## src/rtl/gf_iter_mult_ctrl.sv

```systemverilog
// Digit-serial multiplier: carry-less GF(2)[x] product or unsigned integer
// product of two DATA_WIDTH operands. Consumes DIGIT bits of b per cycle,
// N = DATA_WIDTH/DIGIT compute cycles per operation, one operation in flight.
// Ports:
//   clk, rst_n          - clock, asynchronous active-low reset
//   in_valid, in_ready  - operand handshake (a, b, gf_option sampled at accept)
//   gf_option           - 1: carry-less product, 0: unsigned integer product
//   a, b                - multiplicand, multiplier
//   out_valid, out_ready- result handshake
//   out                 - registered 2*DATA_WIDTH result, held until next result
//   busy                - high while an operation is computing or awaiting handoff
module gf_iter_mult_ctrl #(
  parameter int unsigned DATA_WIDTH = 32,
  parameter int unsigned DIGIT      = 4
) (
  input  logic                    clk,
  input  logic                    rst_n,
  input  logic                    in_valid,
  output logic                    in_ready,
  input  logic                    gf_option,
  input  logic [DATA_WIDTH-1:0]   a,
  input  logic [DATA_WIDTH-1:0]   b,
  output logic                    out_valid,
  input  logic                    out_ready,
  output logic [2*DATA_WIDTH-1:0] out,
  output logic                    busy
);

  localparam int unsigned RW = 2 * DATA_WIDTH;
  localparam int unsigned N  = DATA_WIDTH / DIGIT;
  localparam int unsigned CW = (N > 1) ? $clog2(N) : 1;

  typedef enum logic [1:0] {
    IDLE = 2'd0,
    BUSY = 2'd1,
    DONE = 2'd2
  } state_t;

  state_t              state, state_nxt;
  logic [RW-1:0]       a_sh;
  logic [DATA_WIDTH-1:0] b_sh;
  logic                mode;
  logic [RW-1:0]       acc;
  logic [CW-1:0]       cnt;

  logic [DIGIT-1:0]    d_c;
  logic [RW-1:0]       term_c;
  logic [RW-1:0]       partial_c;
  logic [RW-1:0]       acc_nxt_c;
  logic                accept_c;
  logic                last_c;

  assign accept_c = (state == IDLE) && in_valid;
  assign last_c   = (cnt == CW'(N - 1));

  // Partial product of the current digit, combined with acc by XOR or add.
  always_comb begin
    d_c       = b_sh[DIGIT-1:0];
    term_c    = '0;
    partial_c = '0;
    for (int unsigned j = 0; j < DIGIT; j++) begin
      term_c    = d_c[j] ? (a_sh << j) : '0;
      partial_c = mode ? (partial_c ^ term_c) : (partial_c + term_c);
    end
    acc_nxt_c = mode ? (acc ^ partial_c) : (acc + partial_c);
  end

  // Next-state logic.
  always_comb begin
    state_nxt = state;
    case (state)
      IDLE:    if (in_valid) state_nxt = BUSY;
      BUSY:    if (last_c) state_nxt = DONE;
      DONE:    if (out_ready) state_nxt = IDLE;
      default: state_nxt = IDLE;
    endcase
  end

  // State register and registered handshake/status outputs.
  always_ff @(posedge clk or negedge rst_n) begin
    if (!rst_n) begin
      state     <= IDLE;
      in_ready  <= 1'b1;
      out_valid <= 1'b0;
      busy      <= 1'b0;
    end else begin
      state     <= state_nxt;
      in_ready  <= (state_nxt == IDLE);
      out_valid <= (state_nxt == DONE);
      busy      <= (state_nxt != IDLE);
    end
  end

  // Datapath: operand shifters, accumulator, digit counter, result register.
  always_ff @(posedge clk or negedge rst_n) begin
    if (!rst_n) begin
      a_sh <= '0;
      b_sh <= '0;
      mode <= 1'b0;
      acc  <= '0;
      cnt  <= '0;
      out  <= '0;
    end else if (accept_c) begin
      a_sh <= {{DATA_WIDTH{1'b0}}, a};
      b_sh <= b;
      mode <= gf_option;
      acc  <= '0;
      cnt  <= '0;
    end else if (state == BUSY) begin
      acc  <= acc_nxt_c;
      a_sh <= a_sh << DIGIT;
      b_sh <= b_sh >> DIGIT;
      cnt  <= cnt + CW'(1);
      if (last_c) out <= acc_nxt_c;
    end
  end

endmodule

```

## config.mk

```make
export PLATFORM = sky130hd
export DESIGN_NAME = gf_iter_mult_ctrl
export DESIGN_NICKNAME = d
export VERILOG_FILES = /design/src/rtl/gf_iter_mult_ctrl.sv
export SDC_FILE = /design/constraint.sdc
export NUM_CORES = 1
export LEC_CHECK = 0
export ABC_CLOCK_PERIOD_IN_PS = 12700
export CORE_MARGIN = 5
export CORE_UTILIZATION = 45
export DETAILED_ROUTE_END_ITERATION = 10
export GPL_TIMING_DRIVEN = 0
export PLACE_DENSITY_LB_ADDON = 0.12
export SYNTH_ARGS = -nofsm -noshare
export SYNTH_HDL_FRONTEND = slang
export SYNTH_SLANG_ARGS = --single-unit
```

## constraint.sdc

```tcl
create_clock -name clk -period 12.7 [get_ports clk]
set_input_delay 2.54 -clock clk [delete_from_list [all_inputs] [get_ports clk]]
set_output_delay 2.54 -clock clk [all_outputs]
set_load 0.01 [all_outputs]
```

Figure 1. Cell area per tile.
Drawn at 1.5 px/um. 25 x 25 tiles, from black (low) to pale yellow (high), 0 to 100% covered.
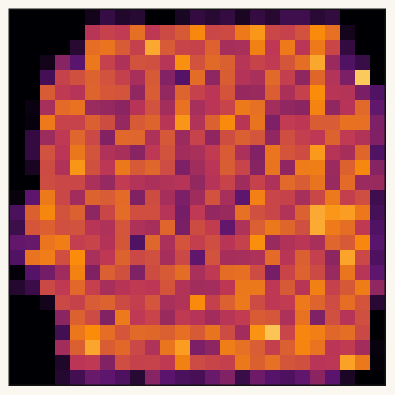
- emptiest ninth of the die: upper left
- nearly empty tiles: 10%
- mean over tiles: 45%
- fullest tile: 88%
- tiles over 75% full: 3.2%
Core Region: 56700 um2
fp_density: 45.6%

Figure 2. The clock network.
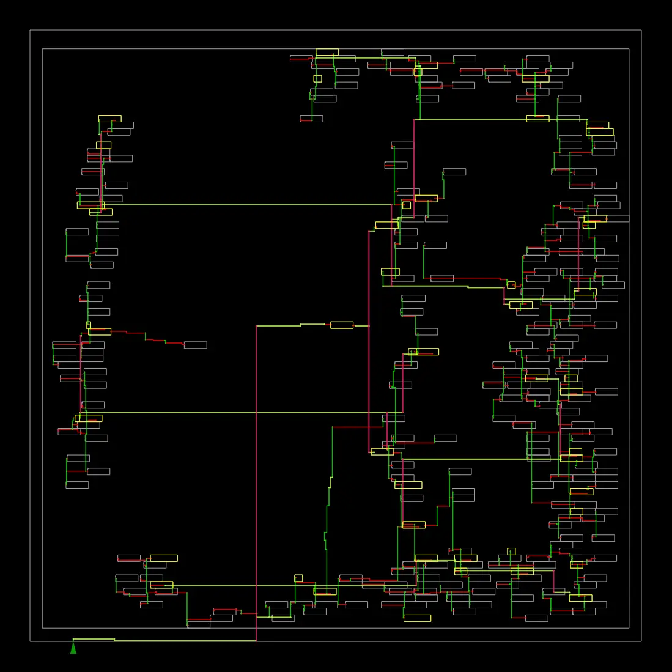
clock buf count: 33
Worst-Skew Late Latency: 0.61 ns
Flops: 233
CTS buffer count: 27

==> CHANGELOG.md <==
### Changed

- Clk root buf: clkbuf_16
- # Post-CTS Setup Buffers: 0
- Adder Share, Synth: around an eighth
- Synth Instances: 3507
- Crit path capture: out[63]
- IO buf count: 135
- Max-Cap Viols: 0
- # resized after CTS: 0
- Clock-cell share of area: 3.57%
- HP Start: out[46]
- Worst Hold Depth: 2
- Status: finished, final reports clean
- Mux area share: less than 1%
- R2r setup slk: 0.60 ns
- Simple-Gate Area Share: 24.3%
- Top cells excl fill/tap: nand2_1, o21ai_0, a21oi_1
- 1st-pass router iterations: 6
- Yosys Warn Count: 0
- Max stage delay cell, worst path: dfrtp_1
- Nets: roughly 4000
- CTS clock-pin slew for the worst setup and hold paths: 0.07 ns
- Met1 wire length: 43.9 mm
- Met3 Usage GRT: 3.43%
- Flop share of the area: 19.9%
- Area delta synth->final: 13.1%
Figure 3. Signal wires by layer.
Drawn at 1 px/um.
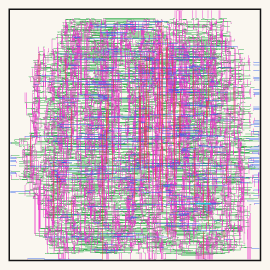
- red: metal 4 (wire length 2370 um)
- green: metal 1 (wire length 43.9 mm)
- magenta: metal 2 (wire length 39.1 mm)
- blue: metal 3 (wire length 6100 um)
- cyan: metal 5 (wire length 13.8 um)
gr usage total: 28.1%
Vias: 26200
DR WL/cell: 20.6 um

synth_stat cells (9+ instances only):
cell,instances,share of area [%]
a211o_1,9,0.30
a211oi_1,16,0.46
a21o_1,163,4.7
a21oi_1,327,6.3
a221oi_1,12,0.41
a22oi_1,57,1.7
a31oi_1,34,0.82
and2_1,266,6.4
and3_1,15,0.36
buf_1,18,0.26
clkbuf_1,192,2.8
dfrtp_1,232,22
ha_1,253,12
inv_1,66,0.96
nand2_1,459,6.7
nand2b_1,28,0.68
nand3_1,90,1.7
nand4_1,66,1.6
nor2_1,274,4.0
nor2b_1,35,0.85
nor3_1,28,0.54
o21a_1,27,0.78
o21ai_0,331,6.4
o21ai_1,29,0.56
o21bai_1,49,1.4
o31ai_1,12,0.35
or3_1,13,0.31
xnor2_1,115,3.9
xor2_1,126,4.3
